Design usb_ep0_desc_sequencer, sky130hd; sources not shown.
Fig. 1: port wiring
Bar = 20 um.
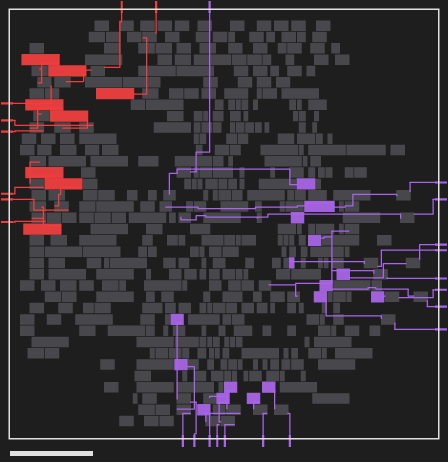
rom_index -> red  # bits 8, direction output, end cells 8, buffers 8, wire 194 um
rom_byte_index -> purple  # bits 16, direction output, end cells 16, buffers 16, wire 525 um
count of pins on the block boundary: 111
Port Buf Inserts: 110

Fig. 2: close-up of the layout
Bar = 10 um. Region (13, 13) to (38, 38) um. Cells in grey, sequential cells in the stronger grey; small squares are vias.
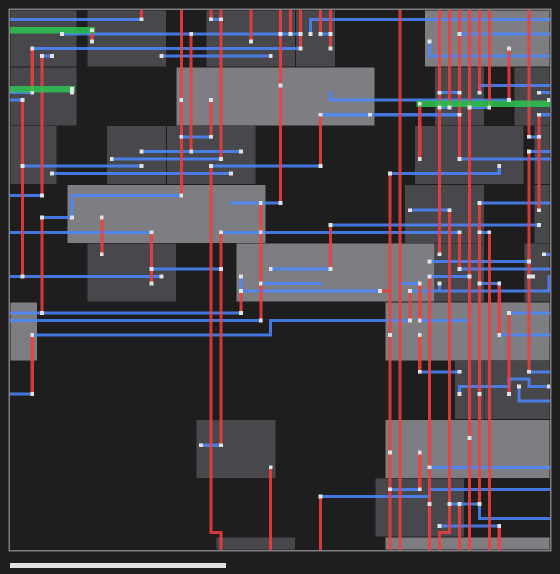
met2 -> red
met1 -> blue
met3 -> green
most frequent = dfrtp_1 (6), mux2_2 (5), clkdlybuf4s50_1 (5)
cells with their middle in the window = 26
sequential cells in the window = 6

==> summary.txt <==
Implementation numbers.

- The flow ran to the end, and the final reports show no timing, DRC or antenna violations.
- The compound-cell area share of the yosys netlist is 0.0987.
- The H-tree generated during clock tree synthesis spans 2 levels.
- The length of routed met2 wiring is 4360 um.
- The leakage power total reads 1.88 nW.
- The horizontal extent of the die reads 103 um.
- In the synthesis report, Yosys lists the chip area as 3440 um2.
- The number of tap instances is 133.
- The library cell contributing the largest single delay on the critical path is sky130_fd_sc_hd__clkdlybuf4s50_1.
- The footprint of the multi-input gates reads 1920 um2.
- The slack of the worst reg-to-reg path is 840 ps.
- Summed over all layers, the global routing overflow is 0.
- The average size of a mapped cell reads 9.93 um2.
- Along the worst path, the maximum fanout reaches 6.
- The power report lists the clock group at 0.376 mW.
- The largest net degree at the start of global routing reads 44.
- The layout buffer count excluding clock buffers reads 115.
- Measured in cells, the most critical reg-to-reg path has a length of 9.
- The die is 103 um tall.
- Setup repair after global routing left no endpoint under its margin.
- The most instantiated flip-flop cell in the synthesis netlist is sky130_fd_sc_hd__dfrtp_1.
- The number of buffers and inverters on the critical path is 1.
- The cell-mix breakdown from Yosys lists the XOR/XNOR area share as 0.111.
- The violation count after the first detailed-routing iteration reads 160.
- The sequential share of the synthesized area reads 0.408.
- The placer congestion estimate reads 0.950.
- The cell group occupying the most layout area is combinational gates.
- In the layout the commonest cells are sky130_fd_sc_hd__clkdlybuf4s50_1, sky130_fd_sc_hd__dfrtp_1, sky130_fd_sc_hd__nor2_1.
- The part of the total power dissipated in combinational logic is 0.315.
- The share of total power dissipated in sequential elements is 0.464.
- Hold repair after CTS inserted 0 buffers.
- The all-layer global routing usage is 0.184.
- The layout has 9 inverters outside the clock class.
- The power in combinational cells is 0.535 mW.
- The post-layout net count reads 507.
- The slew check shows that the tightest pin keeps a relative margin of 0.484.
- The initial antenna violation count reads 0.
- The arrival time of the worst setup path reads 2800 ps.
- The post-route fraction of the period consumed by the critical path reads 0.921.
- The number of violations of the max-capacitance limit is 0.
- The number of flops mapped to enable cells by yosys is 0.
- The distinct cell type count of the synthesized netlist is 61.
- The count of synthesis-stage warnings from yosys reads 0.
- The number of cells in the finished layout apart from fillers reads 585.
- In the final layout, the clock buffer count is 5.
- The floorplan step defined a die boundary enclosing 10600 um2.
- The wire-length estimate of the detail-placed layout is 7160 um.
- The CTS tree reads done.
- The met2 layer usage reported by global route reads 0.284.
- The switching power share of the total is 0.337.
- The clock drives 56 sinks.
- Per the synthesis report, the simple-gate share of the synthesized area is 0.205.
- The first global-routing pass estimated 15100 um of wire.
- The post-synthesis cell type with the largest instance count reads sky130_fd_sc_hd__dfrtp_1.
- The most utilized layer in the global route result reads met2.
- The critical path startpoint category reads a flip-flop.
- The clock transition at the register clock pins on the worst setup and hold paths after CTS reads 110 ps.
- The number of global-route vias before repair is 2943.
- The number of search-and-repair iterations in the first detailed-routing pass is 5.
- The global-route track usage on met3 is 0.0461.
- The share of synthesized registers carrying an async set or reset is 1.00.
- Derived from the worst setup path, the maximum achievable clock frequency is 0.302 GHz.
- The fraction of final cell area spent on clock buffers and inverters in this run is 0.0200.
- The area fraction of the largest cell type after synthesis is 0.401.
- The dominant logic cell type in the layout reads sky130_fd_sc_hd__clkdlybuf4s50_1.
- The required time of the critical path reads 3090 ps.
- The final worst setup slack reads 286 ps.
- The non-clock buffer area fraction after layout is 0.239.
- Per the synthesis report, the adder-cell share of the synthesized area is 0.0277.
- The worst path in the final design needs a cycle of 3310 ps, including I/O delays and setup.
- The group with the largest share of power is registers.
- Per the OpenROAD power report, switching power amounts to 0.573 mW.
- The post-synthesis cell count is 346.
- The final core utilization is 0.493.
Power and IR drop assume default switching activity.
